Fig. 1: PDN straps and rails
Bar = 20 um. Pins as bars on the die edge. Tap cells in gray.
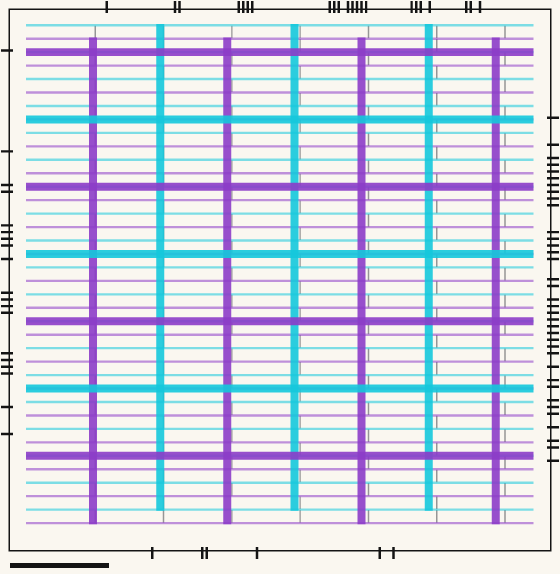
Fig. 2: placement density heat map
Bar = 20 um. The die is cut into 11 by 11 equal tiles; white is low, dark blue is high, 0 to 100% covered.
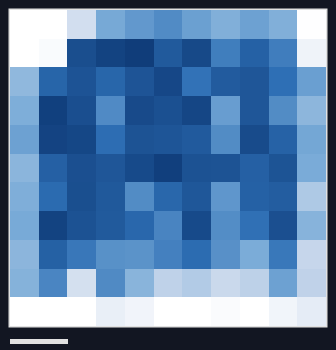
Fig. 3: placement view
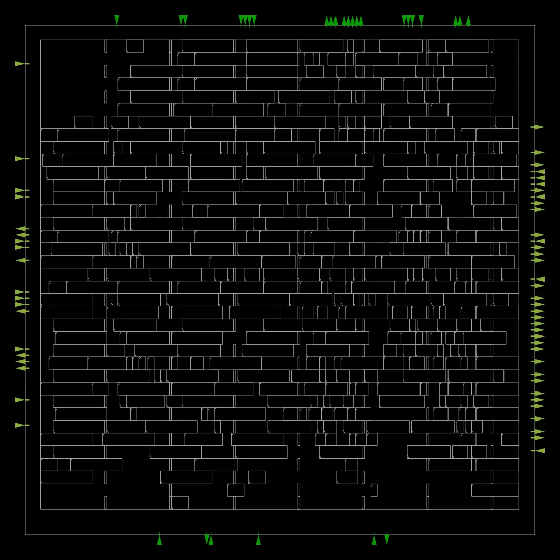
$ cat src/rtl/alu_pkg.sv
// Shared definitions for the ALU command sequencer: ALU width, opcode map and sequencer states.
package alu_pkg;

  localparam int unsigned ALU_DW = 8;

  localparam logic [3:0] OP_ADD  = 4'b0000;
  localparam logic [3:0] OP_SUB  = 4'b0001;
  localparam logic [3:0] OP_AND  = 4'b0010;
  localparam logic [3:0] OP_OR   = 4'b0011;
  localparam logic [3:0] OP_XOR  = 4'b0100;
  localparam logic [3:0] OP_NOT  = 4'b0101;
  localparam logic [3:0] OP_SHL1 = 4'b0110;
  localparam logic [3:0] OP_SHR1 = 4'b0111;
  localparam logic [3:0] OP_ROL  = 4'b1000;
  localparam logic [3:0] OP_ROR  = 4'b1001;

  typedef enum logic [1:0] {
    StIdle,
    StExec,
    StResp
  } seq_state_e;

  // Opcodes are contiguous from ADD to ROR; everything above is unsupported.
  function automatic logic is_valid_op(input logic [3:0] op);
    return op <= OP_ROR;
  endfunction

endpackage

$ cat src/rtl/alu_cmd_fifo.sv
// Synchronous first-word-fall-through FIFO with registered full/empty flags.
module alu_cmd_fifo #(
  parameter int unsigned DW    = 8,
  parameter int unsigned DEPTH = 4
) (
  input  logic          clk,
  input  logic          rst_n,
  input  logic          push_i,
  input  logic [DW-1:0] wdata_i,
  input  logic          pop_i,
  output logic [DW-1:0] rdata_o,
  output logic          full_o,
  output logic          empty_o
);

  localparam int unsigned AW = (DEPTH > 1) ? $clog2(DEPTH) : 1;

  logic [DW-1:0] mem_q [DEPTH];
  logic [AW-1:0] wr_ptr_q, rd_ptr_q;
  logic [AW:0]   count_q, count_d;
  logic          full_q, empty_q;
  logic          do_push, do_pop;

  assign do_push = push_i && !full_q;
  assign do_pop  = pop_i && !empty_q;

  always_comb begin
    count_d = count_q;
    if (do_push && !do_pop) begin
      count_d = count_q + (AW + 1)'(1);
    end else if (do_pop && !do_push) begin
      count_d = count_q - (AW + 1)'(1);
    end
  end

  always_ff @(posedge clk or negedge rst_n) begin
    if (!rst_n) begin
      wr_ptr_q <= '0;
      rd_ptr_q <= '0;
      count_q  <= '0;
      full_q   <= 1'b0;
      empty_q  <= 1'b1;
    end else begin
      if (do_push) wr_ptr_q <= wr_ptr_q + AW'(1);
      if (do_pop)  rd_ptr_q <= rd_ptr_q + AW'(1);
      count_q <= count_d;
      full_q  <= (count_d == (AW + 1)'(DEPTH));
      empty_q <= (count_d == '0);
    end
  end

  // Storage needs no reset; the pointers and empty flag guard it.
  always_ff @(posedge clk) begin
    if (do_push) mem_q[wr_ptr_q] <= wdata_i;
  end

  assign rdata_o = mem_q[rd_ptr_q];
  assign full_o  = full_q;
  assign empty_o = empty_q;

endmodule

$ cat src/rtl/alu_cmd_sequencer.sv
// Buffers ALU commands, issues them one at a time through registered ALU inputs and returns
// each captured result over a valid/ready response port, with optional accumulator chaining.
module alu_cmd_sequencer
  import alu_pkg::*;
#(
  parameter int unsigned DW    = ALU_DW,
  parameter int unsigned DEPTH = 4,
  parameter int unsigned CNTW  = 16
) (
  input  logic            clk,
  input  logic            rst_n,
  input  logic            cmd_valid,
  output logic            cmd_ready,
  input  logic [3:0]      cmd_op,
  input  logic [DW-1:0]   cmd_a,
  input  logic [DW-1:0]   cmd_b,
  input  logic            cmd_chain,
  output logic [DW-1:0]   alu_a,
  output logic [DW-1:0]   alu_b,
  output logic [3:0]      alu_sel,
  input  logic [DW-1:0]   alu_res,
  input  logic            alu_carry,
  output logic            resp_valid,
  input  logic            resp_ready,
  output logic [DW-1:0]   resp_res,
  output logic            resp_carry,
  output logic            resp_zero,
  output logic            resp_err,
  output logic [CNTW-1:0] resp_count
);

  localparam int unsigned CmdW = 2 * DW + 5;

  logic [CmdW-1:0] fifo_wdata, fifo_rdata;
  logic            fifo_full, fifo_empty, fifo_pop;
  logic            head_chain;
  logic [3:0]      head_op;
  logic [DW-1:0]   head_a, head_b;

  seq_state_e      state_q, state_d;
  logic [DW-1:0]   alu_a_q, alu_a_d, alu_b_q, alu_b_d;
  logic [3:0]      alu_sel_q, alu_sel_d;
  logic            err_q, err_d;
  logic [DW-1:0]   acc_q, acc_d;
  logic            resp_valid_q, resp_valid_d;
  logic [DW-1:0]   resp_res_q, resp_res_d;
  logic            resp_carry_q, resp_carry_d;
  logic            resp_zero_q, resp_zero_d;
  logic            resp_err_q, resp_err_d;
  logic [CNTW-1:0] resp_count_q, resp_count_d;

  assign fifo_wdata = {cmd_chain, cmd_op, cmd_a, cmd_b};
  assign head_chain = fifo_rdata[CmdW-1];
  assign head_op    = fifo_rdata[2*DW +: 4];
  assign head_a     = fifo_rdata[DW +: DW];
  assign head_b     = fifo_rdata[0 +: DW];

  alu_cmd_fifo #(
    .DW    (CmdW),
    .DEPTH (DEPTH)
  ) u_fifo (
    .clk     (clk),
    .rst_n   (rst_n),
    .push_i  (cmd_valid),
    .wdata_i (fifo_wdata),
    .pop_i   (fifo_pop),
    .rdata_o (fifo_rdata),
    .full_o  (fifo_full),
    .empty_o (fifo_empty)
  );

  assign cmd_ready = !fifo_full;

  always_comb begin
    state_d      = state_q;
    fifo_pop     = 1'b0;
    alu_a_d      = alu_a_q;
    alu_b_d      = alu_b_q;
    alu_sel_d    = alu_sel_q;
    err_d        = err_q;
    acc_d        = acc_q;
    resp_valid_d = resp_valid_q;
    resp_res_d   = resp_res_q;
    resp_carry_d = resp_carry_q;
    resp_zero_d  = resp_zero_q;
    resp_err_d   = resp_err_q;
    resp_count_d = resp_count_q;
    unique case (state_q)
      StIdle: begin
        if (!fifo_empty) begin
          fifo_pop = 1'b1;
          alu_a_d  = head_chain ? acc_q : head_a;
          alu_b_d  = head_b;
          // Unsupported opcodes still take an EXEC slot so responses stay in order.
          if (is_valid_op(head_op)) begin
            alu_sel_d = head_op;
            err_d     = 1'b0;
          end else begin
            alu_sel_d = OP_ADD;
            err_d     = 1'b1;
          end
          state_d = StExec;
        end
      end
      StExec: begin
        resp_valid_d = 1'b1;
        state_d      = StResp;
        if (err_q) begin
          resp_res_d   = '0;
          resp_carry_d = 1'b0;
          resp_zero_d  = 1'b1;
          resp_err_d   = 1'b1;
        end else begin
          resp_res_d   = alu_res;
          resp_carry_d = alu_carry;
          resp_zero_d  = (alu_res == '0);
          resp_err_d   = 1'b0;
          acc_d        = alu_res;
        end
      end
      StResp: begin
        if (resp_ready) begin
          resp_valid_d = 1'b0;
          resp_count_d = resp_count_q + CNTW'(1);
          state_d      = StIdle;
        end
      end
      default: state_d = StIdle;
    endcase
  end

  always_ff @(posedge clk or negedge rst_n) begin
    if (!rst_n) begin
      state_q      <= StIdle;
      alu_a_q      <= '0;
      alu_b_q      <= '0;
      alu_sel_q    <= '0;
      err_q        <= 1'b0;
      acc_q        <= '0;
      resp_valid_q <= 1'b0;
      resp_res_q   <= '0;
      resp_carry_q <= 1'b0;
      resp_zero_q  <= 1'b0;
      resp_err_q   <= 1'b0;
      resp_count_q <= '0;
    end else begin
      state_q      <= state_d;
      alu_a_q      <= alu_a_d;
      alu_b_q      <= alu_b_d;
      alu_sel_q    <= alu_sel_d;
      err_q        <= err_d;
      acc_q        <= acc_d;
      resp_valid_q <= resp_valid_d;
      resp_res_q   <= resp_res_d;
      resp_carry_q <= resp_carry_d;
      resp_zero_q  <= resp_zero_d;
      resp_err_q   <= resp_err_d;
      resp_count_q <= resp_count_d;
    end
  end

  assign alu_a      = alu_a_q;
  assign alu_b      = alu_b_q;
  assign alu_sel    = alu_sel_q;
  assign resp_valid = resp_valid_q;
  assign resp_res   = resp_res_q;
  assign resp_carry = resp_carry_q;
  assign resp_zero  = resp_zero_q;
  assign resp_err   = resp_err_q;
  assign resp_count = resp_count_q;

endmodule

$ cat config.mk
export PLATFORM = sky130hd
export DESIGN_NAME = alu_cmd_sequencer
export DESIGN_NICKNAME = d
export VERILOG_FILES = /design/src/rtl/alu_pkg.sv /design/src/rtl/alu_cmd_fifo.sv /design/src/rtl/alu_cmd_sequencer.sv
export SDC_FILE = /design/constraint.sdc
export NUM_CORES = 1
export LEC_CHECK = 0
export CAP_MARGIN = 20
export CORE_MARGIN = 3
export CORE_UTILIZATION = 56
export DETAILED_ROUTE_END_ITERATION = 7
export DONT_BUFFER_PORTS = 1
export PLACE_DENSITY = 0.79
export SLEW_MARGIN = 20
export SYNTH_ARGS = -nofsm -noshare
export SYNTH_HDL_FRONTEND = slang
export SYNTH_SLANG_ARGS = --single-unit
$ cat constraint.sdc
create_clock -name clk -period 1.8 [get_ports clk]
set_input_delay 0.18 -clock clk [delete_from_list [all_inputs] [get_ports clk]]
set_output_delay 0.18 -clock clk [all_outputs]
set_load 0.01 [all_outputs]
==> out/metrics.cfg <==
[setup_path]
cp_data_arrival_time_ns=2.10
worstSetupEndpoint=u_fifo.full_o
r2r_start=state_q[1]
crit_fanout=5
end_kind=flop
rrSetupSlack_ns=0.12
reg2reg_to=u_fifo.full_o
critPathLaunchType=flop
worstSetupStartpoint=state_q[1]

[layout]
n_fill_cell=659
antenna_cells=0
final_area_mm2=0.007206
finalNetCount=473

[logic_synthesis]
ys_chip_area_mm2=0.005959
synth.largest_area_cell=edfxtp_1
synth_seq_share_pct=70.90
xor_share_pct=2.792
synth_cell_types=42
edf_count=84
adder_share_pct=1.470
ys_cells=375

[routing]
viasPerCell=5.664
routed_wl_um=11170
drtAntennaViolNets=0
dr.pass1.iters=4

[floorplanning]
fp_util_pct=57.73
io_pins=83
die_w_um=109.2

[outcome]
status=complete, no violations

[timing]
fin_crit_ns=1.678
slew_headroom_pct=73.98
finalSetupViolCount=0

[run]
drv_cap=0

[grt]
grt_max_degree=69
gr-total-overflow=0
grt_pass1_wl_um=17830
grtUsageMet2_pct=33.11

[clock_tree]
cts_buffers=17
clkSlewWorstSetupHoldPaths_ns=0.06
cts_root_buffer=clkbuf_8
tritoncts=built
cts_setup_buffers=0

[placed_design]
dpl.hpwl_um=7041

## Picture notes: Fig. 1
Purple marks VSS. Cyan marks VDD.
The core has 37 rows. 7 straps on met5. 83 signal pins sit on the boundary. 136 tap cells.

## Picture notes: Fig. 2
The fullest tile reaches 95%. The emptiest ninth of the die: lower right. 42% of the tiles are over 75% full. 8.3% of the tiles are nearly empty. The mean over all tiles is 59%.

## Picture notes: Fig. 3
Site Rows: 37
CORE AREA: 0.01032 mm2

registers in the layout, summed over array words and instances, names as in the netlist:
register	cells
u_fifo.mem_q	84
resp_count	16
acc_q	8
alu_a	8
alu_b	8
resp_res	8
alu_sel	4
u_fifo.count_q	3
state_q	2
u_fifo.rd_ptr_q	2
u_fifo.wr_ptr_q	2
err_q	1
resp_carry	1
resp_err	1
resp_valid	1
resp_zero	1
u_fifo.empty_o	1
u_fifo.full_o	1
where the power goes:
group / total (mW) / switching [mW] / internal (mW)
clock network: 3.44 / 1.43 / 2.01
registers: 5.43 / 0.751 / 4.68
logic: 3.43 / 1.74 / 1.69
repair_timing:
action,4_1_cts,5_1_grt
hold endpoints to repair,174,0
hold buffers,33,0
setup endpoints to repair,1,1
resized,1,1
Yosys cell counts, types with 4 or more instances:
library cell,count
a22o_1,8
and2_1,4
and3_1,5
buf_2,5
clkbuf_1,7
dfrtp_1,67
edfxtp_1,84
ha_1,7
inv_1,7
mux2_2,9
mux2i_1,8
mux4_2,21
nand2_1,58
nand4_1,5
nor2_1,9
nor3_1,5
o21ai_0,13
xnor2_1,17
cell type report:
cell class / count / area [um2] / area share (%)
inverters: 8 / 42.54 / 0.5904
well taps: 136 / 170.2 / 2.362
clock buffers: 17 / 414.1 / 5.748
multi-input cells: 200 / 1624 / 22.54
flip-flops and latches: 152 / 4225 / 58.64
repair buffers: 53 / 560.5 / 7.779
clock inverters: 15 / 168.9 / 2.344
routing by layer:
layer	wire length, um	part of all wire (%)	vias to the layer above
met5	0	0	-
met4	108	0.97	0
met3	825	7.4	12
met2	5687	51	107
met1	4544	41	1675
li1	-	-	1497
metrics by stage:
step	setup slack [ns]	utilization, %	std cells	hold slack (ns)
after floorplan	0.08588	-	375	-0.1156
after global placement	0.08156	60.68	516	-0.1142
after detailed placement	0.01577	60.68	516	-0.1140
after CTS	0.1140	69.75	581	0.04588
after global routing	0.008115	69.80	581	0.07121
final	0.1219	69.80	581	0.07870
how the worst min path moves through the flow:
stage                              endpoint  slack [ns]      start
after CTS                 u_fifo.count_q[1]        0.05  cmd_valid
after global routing      u_fifo.count_q[1]        0.07  cmd_valid
final                     u_fifo.count_q[1]        0.08  cmd_valid
after global placement        resp_count[5]       -0.11      rst_n
after floorplan                    acc_q[0]       -0.12      rst_n
after detailed placement      resp_count[5]       -0.11      rst_n
cell families after synthesis:
| logic type | count (synthesis) |
|---|---|
| DFF | 152 |
| and+or+nand+nor | 104 |
| muxes | 38 |
| AOI/OAI and AO/OA | 32 |
| buffers and inverters | 23 |
| xor gates and xnor gates | 19 |
| adders and majority gates | 7 |
critical path: stages (launching register included):
cell and delay [ns]:
dfrtp_1 0.39, or3_4 0.43, clkinv_8 0.07, nor2_2 0.05, or4_4 0.43, a211oi_2 0.22
Power figures rest on the tool's default switching activity, not on a simulated workload.
